Figure 1. Supply network.
The bar under the picture is 20 um long. Pins as bars on the die edge.
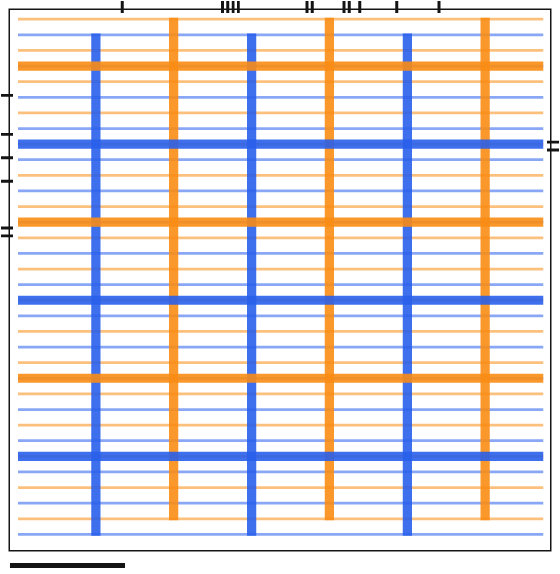
Figure 2. Cell classes on the final placement.
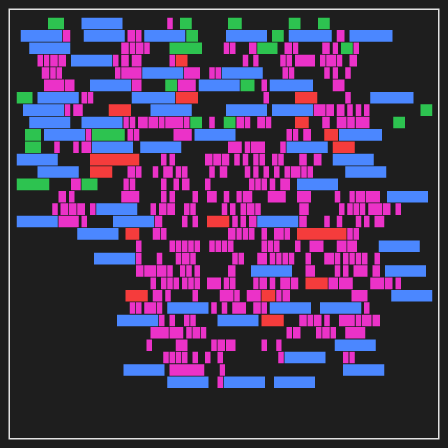
Figure 3. Clock wires, drivers and flops.
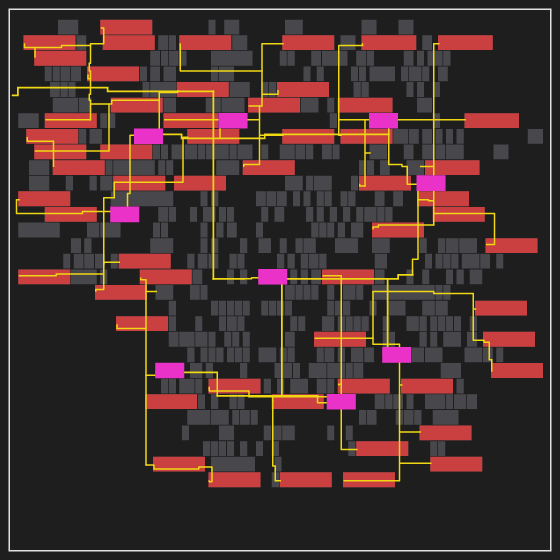
Figure 4. Signal wires by layer.
The bar under the picture is 20 um long.
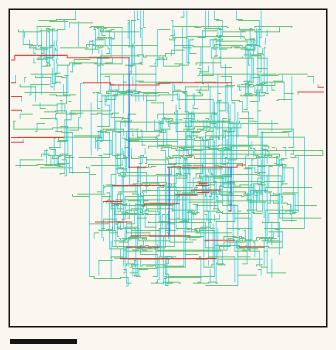
Figure 5. Track usage over the die.
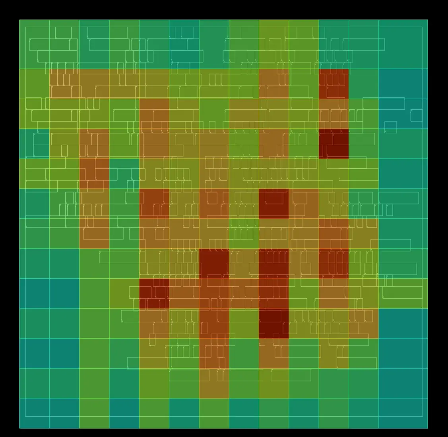
`src/rtl/timer_pkg.sv`:
```
// Shared types and defaults for the countdown-timer control stage.
// The optional TIMER_AUTO_RELOAD_EN build keeps the timer in RUN across expiries.
package timer_pkg;

  localparam int INIT_W = 9;

  localparam int TICK_DIV_DEF     = 100_000_000;
  localparam int DEB_LEN_DEF      = 4;
  localparam int INIT_DEFAULT_DEF = 59;
  localparam int INIT_MAX_DEF     = 59;

  typedef enum logic [1:0] {
    ST_IDLE  = 2'd0,
    ST_RUN   = 2'd1,
    ST_PAUSE = 2'd2,
    ST_DONE  = 2'd3
  } state_e;

  // Preset increment that wraps back to zero past the largest selectable value.
  function automatic logic [INIT_W-1:0] init_step(
    input logic [INIT_W-1:0] cur,
    input logic [INIT_W-1:0] max_v
  );
    return (cur >= max_v) ? '0 : cur + INIT_W'(1);
  endfunction

endpackage

```
`src/rtl/timer_ctrl_btn_cond.sv`:
```
// Push-button conditioner: 2-flop synchronizer, debounce counter, one-cycle press pulse.
// Raw-to-pulse latency is DEB_LEN+2 cycles; a held button yields exactly one pulse.
module btn_cond #(
  parameter int DEB_LEN = 4
) (
  input  logic clk,
  input  logic rst,
  input  logic btn_raw,
  output logic press_p
);

  localparam int              CNT_W   = (DEB_LEN > 1) ? $clog2(DEB_LEN) : 1;
  localparam logic [CNT_W-1:0] CNT_TOP = CNT_W'(DEB_LEN - 1);

  logic             sync0_q;
  logic             sync1_q;
  logic [CNT_W-1:0] cnt_q;
  logic [CNT_W-1:0] cnt_d;
  logic             level_q;
  logic             level_d;
  logic             pulse_q;
  logic             pulse_d;

  // cnt_q saturates at DEB_LEN-1 samples seen; the next high sample accepts the press.
  always_comb begin
    cnt_d   = '0;
    level_d = 1'b0;
    if (sync1_q) begin
      level_d = (cnt_q == CNT_TOP);
      cnt_d   = level_d ? cnt_q : cnt_q + CNT_W'(1);
    end
    pulse_d = level_d && !level_q;
  end

  always_ff @(posedge clk or posedge rst) begin
    if (rst) begin
      sync0_q <= 1'b0;
      sync1_q <= 1'b0;
      cnt_q   <= '0;
      level_q <= 1'b0;
      pulse_q <= 1'b0;
    end else begin
      sync0_q <= btn_raw;
      sync1_q <= sync0_q;
      cnt_q   <= cnt_d;
      level_q <= level_d;
      pulse_q <= pulse_d;
    end
  end

  assign press_p = pulse_q;

endmodule

```
`src/rtl/timer_ctrl.sv`:
```
// Timer control: button conditioning, count tick, run/pause/done FSM and preset register.
// TIMER_AUTO_RELOAD_EN: expiry stays in RUN and done_led becomes a one-cycle pulse.
module timer_ctrl
  import timer_pkg::*;
#(
  parameter int TICK_DIV     = TICK_DIV_DEF,
  parameter int DEB_LEN      = DEB_LEN_DEF,
  parameter int INIT_DEFAULT = INIT_DEFAULT_DEF,
  parameter int INIT_MAX     = INIT_MAX_DEF
) (
  input  logic              clk,
  input  logic              rst,
  input  logic              btn_start,
  input  logic              btn_reset,
  input  logic              btn_inc,
  input  logic              borrow_in,
  output logic              count_en,
  output logic              reset_en,
  output logic [INIT_W-1:0] init,
  output logic [1:0]        state,
  output logic              done_led
);

  localparam int                TCNT_W   = (TICK_DIV > 2) ? $clog2(TICK_DIV) : 1;
  localparam logic [TCNT_W-1:0] TCNT_TOP = TCNT_W'(TICK_DIV - 1);

  logic start_p;
  logic reset_p;
  logic inc_p;

  btn_cond #(.DEB_LEN(DEB_LEN)) u_btn_start (
    .clk     (clk),
    .rst     (rst),
    .btn_raw (btn_start),
    .press_p (start_p)
  );

  btn_cond #(.DEB_LEN(DEB_LEN)) u_btn_reset (
    .clk     (clk),
    .rst     (rst),
    .btn_raw (btn_reset),
    .press_p (reset_p)
  );

  btn_cond #(.DEB_LEN(DEB_LEN)) u_btn_inc (
    .clk     (clk),
    .rst     (rst),
    .btn_raw (btn_inc),
    .press_p (inc_p)
  );

  state_e            state_q;
  state_e            state_d;
  logic [INIT_W-1:0] init_q;
  logic [INIT_W-1:0] init_d;
  logic [TCNT_W-1:0] tcnt_q;
  logic [TCNT_W-1:0] tcnt_d;
  logic              tick_q;
  logic              tick_d;
  logic              expiry;

  assign count_en = tick_q && (state_q == ST_RUN);
  assign reset_en = (state_q == ST_IDLE);
  assign expiry   = count_en && borrow_in;

  always_comb begin
    state_d = state_q;
    init_d  = init_q;
    case (state_q)
      ST_IDLE: begin
        if (reset_p) begin
          state_d = ST_IDLE;
        end else if (start_p) begin
          state_d = ST_RUN;
        end else if (inc_p) begin
          init_d = init_step(init_q, INIT_W'(INIT_MAX));
        end
      end
      ST_RUN: begin
        if (reset_p) begin
          state_d = ST_IDLE;
        end else if (expiry) begin
`ifdef TIMER_AUTO_RELOAD_EN
          state_d = ST_RUN;
`else
          state_d = ST_DONE;
`endif
        end else if (start_p) begin
          state_d = ST_PAUSE;
        end
      end
      ST_PAUSE: begin
        if (reset_p) begin
          state_d = ST_IDLE;
        end else if (start_p) begin
          state_d = ST_RUN;
        end
      end
      ST_DONE: begin
        if (reset_p) begin
          state_d = ST_IDLE;
        end else if (start_p) begin
          state_d = ST_RUN;
        end
      end
      default: state_d = ST_IDLE;
    endcase
  end

  // PAUSE freezes tcnt so a resumed run finishes the interrupted tick period.
  always_comb begin
    tcnt_d = '0;
    tick_d = 1'b0;
    case (state_q)
      ST_RUN: begin
        tick_d = (tcnt_q == TCNT_TOP);
        tcnt_d = tick_d ? '0 : tcnt_q + TCNT_W'(1);
      end
      ST_PAUSE: tcnt_d = tcnt_q;
      default:  tcnt_d = '0;
    endcase
  end

`ifdef TIMER_AUTO_RELOAD_EN
  logic done_q;
  logic done_d;

  // Pulse only on an expiry that actually wins arbitration against a reset press.
  assign done_d = (state_q == ST_RUN) && !reset_p && expiry;

  always_ff @(posedge clk or posedge rst) begin
    if (rst) begin
      done_q <= 1'b0;
    end else begin
      done_q <= done_d;
    end
  end

  assign done_led = done_q;
`else
  assign done_led = (state_q == ST_DONE);
`endif

  always_ff @(posedge clk or posedge rst) begin
    if (rst) begin
      state_q <= ST_IDLE;
      init_q  <= INIT_W'(INIT_DEFAULT);
      tcnt_q  <= '0;
      tick_q  <= 1'b0;
    end else begin
      state_q <= state_d;
      init_q  <= init_d;
      tcnt_q  <= tcnt_d;
      tick_q  <= tick_d;
    end
  end

  assign state = state_q;
  assign init  = init_q;

endmodule
```
`config.mk`:
```
export PLATFORM = sky130hd
export DESIGN_NAME = timer_ctrl
export DESIGN_NICKNAME = d
export VERILOG_FILES = /design/src/rtl/timer_pkg.sv /design/src/rtl/timer_ctrl_btn_cond.sv /design/src/rtl/timer_ctrl.sv
export SDC_FILE = /design/constraint.sdc
export NUM_CORES = 1
export LEC_CHECK = 0
export ABC_AREA = 1
export CAP_MARGIN = 20
export CORE_UTILIZATION = 36
export DETAILED_ROUTE_END_ITERATION = 6
export PLACE_DENSITY = 0.6
export SLEW_MARGIN = 10
export SYNTH_ARGS = -nofsm -noshare
export SYNTH_HDL_FRONTEND = slang
export SYNTH_HIERARCHICAL = 1
export SYNTH_SLANG_ARGS = --single-unit
```
`constraint.sdc`:
```
create_clock -name clk -period 1.93 [get_ports clk]
set_input_delay 0.386 -clock clk [delete_from_list [all_inputs] [get_ports clk]]
set_output_delay 0.386 -clock clk [all_outputs]
set_load 0.05 [all_outputs]
```
==> reports/metrics.cfg <==
[power]
internal_power_mw=2.31
pwr-share-comb=0.248
p_leak_nw=1.69

[logic_synthesis]
synth_cell_types=29
mux_area_frac=0
yosys_warnings=6
synthCells=391
yosys_area_sq_um=3050
synthSimpleGateAreaFrac=0.340
synthAoiAreaFrac=0.0582
synth_flops=57
ys_cells=391

[floorplan]
fp-utilization=0.372
dieArea_sq_um=8850

[cells_and_area]
fillerInstances=833
synthToLayoutAreaGrowth_pct=18.8

[status]
status=finished, final reports clean

[setup_path]
critPathCaptureType=output port
r2r_cells=6

[clocking]
cts_setup_buffers=0
clock_sinks=57
cts.clk_slew.worst_paths_ns=0.08
cts_resized=2

[placed_design]
post_dp_cell_area_sq_um=3400
globalplace.congestion=0.872

[routing]
drt.antenna.violating_nets=0
drt_iter0_drc=135

[grt]
antenna_found_initial=0
grt_pass1_vias=2437

[worst_hold_path]
hp-class=in -> async

[sta]
finalMaxSlewViolations=0
worst_pin_slew_ns=0.503

## Picture notes: Figure 1
| net | color |
|---|---|
| VDD | orange |
| VSS | blue |
met5 straps: 6
rows: 33
signal pins: 20
met4 straps: 6
die y size: 94.1 um
VDD IR-drop max: 683 uV
core box area: 8220 sq um
Die X: 94.1 um

## Picture notes: Figure 2
| class | color | cells | share of their area |
|---|---|---|---|
| flip-flops | blue | 57 | 41% |
| other buffers and delay cells | green | 22 | 6.4% |
| clock drivers and dummy loads | red | 16 | 6.5% |
| all other logic | magenta | 332 | 46% |
Rows: 33
fin util: 0.441
final instance area: 3630 sq um

## Picture notes: Figure 3
[cells driving clock nets] magenta | count: 9
[clock wires] yellow | length: 897 um
[flip-flops] red | count: 57
routed clock nets: 10
flops lie: spread over the die
Clock Power: 1.29 mW
clock share of power: 0.356

## Picture notes: Figure 4
| layer | color | wire length |
|---|---|---|
| met1 | green | 3150 um |
| met4 | blue | 66.0 um |
| met2 | cyan | 3080 um |
| met3 | red | 291 um |
vias post-DR: 2481
Total GRT Usage: 0.170
total wire length: 6580 um

## Picture notes: Figure 5
met2 Track Usage GR: 0.270
wire length per cell: 12.4 um
Most Crowded Layer GR: met2
met3 usage: 0.0502
met1 Track Usage GR: 0.217

## flip-flops by register name, summed over array words and instances (netlist names)
name / flops
u_btn_reset/press_p: 1
u_btn_inc/level_q: 1
tcnt_q: 27
u_btn_start/sync0_q: 1
u_btn_reset/cnt_q: 2
tick_q: 1
u_btn_inc/sync0_q: 1
u_btn_reset/sync1_q: 1
u_btn_inc/cnt_q: 2
init: 9
u_btn_inc/sync1_q: 1
u_btn_start/sync1_q: 1
u_btn_start/cnt_q: 2
u_btn_start/press_p: 1
state: 2
u_btn_start/level_q: 1
u_btn_reset/level_q: 1
u_btn_inc/press_p: 1
u_btn_reset/sync0_q: 1
## cell usage in the layout (no fill, tap or decap), drive strengths merged, types with 3 or more instances in the layout
master / netlist / layout
o21bai: 3 / 3
dfrtp: 52 / 52
nand3: 36 / 36
o22ai: 5 / 5
inv: 54 / 56
nand2: 113 / 113
clkdlybuf4s50: 0 / 5
xor2: 11 / 11
buf: 2 / 14
a21oi: 3 / 3
ha: 5 / 5
dfstp: 5 / 5
xnor2: 3 / 3
nand4: 8 / 8
o21ai: 19 / 19
nor2: 65 / 65
clkbuf: 0 / 9
## per-layer routing
layer	part of all wire	wire length, um	vias to the layer above
li1	-	-	1296
met1	0.48	3150	1132
met2	0.47	3080	47
met3	0.044	291	6
met4	0.0099	65	0
met5	0	0	-
## synth_stat cells, drive strengths merged
master	number	share of area
nor3	2	0.0033
nand2	113	0.14
nand4	8	0.021
or2	2	0.0041
a32o	1	0.0033
xnor2	3	0.0086
nor3b	1	0.0025
dfstp	5	0.043
ha	5	0.020
o22ai	5	0.010
dfrtp	52	0.43
nor2	65	0.10
a21oi	3	0.0049
nand3	36	0.062
o21bai	3	0.0074
nand3b	1	0.0025
inv	54	0.066
xor2	11	0.032
o21ai	19	0.032
buf	2	0.0053
## per-stage QoR
stage | instances | power (mW)
final | 532 | 3.61
after global routing | 532 | 3.81
after CTS | 532 | 3.66
after detailed placement | 516 | 2.35
after global placement | 516 | 2.34
after floorplan | 391 | 2.06
## power by group through the flow
stage / clock (mW) / combinational, mW / sequential (mW)
after floorplan: 0 / 0.491 / 1.57
after global placement: 0 / 0.899 / 1.44
after detailed placement: 0 / 0.905 / 1.45
after CTS: 1.33 / 0.907 / 1.43
after global routing: 1.38 / 0.987 / 1.45
final: 1.29 / 0.897 / 1.43
## layout make-up
type	instances	area [sq um]	area share
sequential	57	1430	0.395
inverter	54	203	0.0559
tap	105	131	0.0362
multi-input combinational	278	1410	0.389
timing repair buffer	22	223	0.0614
clock buffer	9	124	0.0342
clock inverter	7	103	0.0283
## logic make-up (layout without fill, tap and decap cells)
logic type / after synthesis / count (layout)
AND-OR/OR-AND: 31 / 31
XOR/XNOR: 14 / 14
adder cells (fa/ha/maj): 5 / 5
buffers and inverters: 56 / 92
flip-flops: 57 / 57
AND/OR/NAND/NOR: 228 / 228
## worst max-delay path, delay by kind of cell, from the launching register on
family                 cells  cell delay [ns]
buffers and inverters      2             0.26
flip-flops                 1             0.48
AND/OR/NAND/NOR            2             0.29
Power figures rest on the tool's default switching activity, not on a simulated workload.
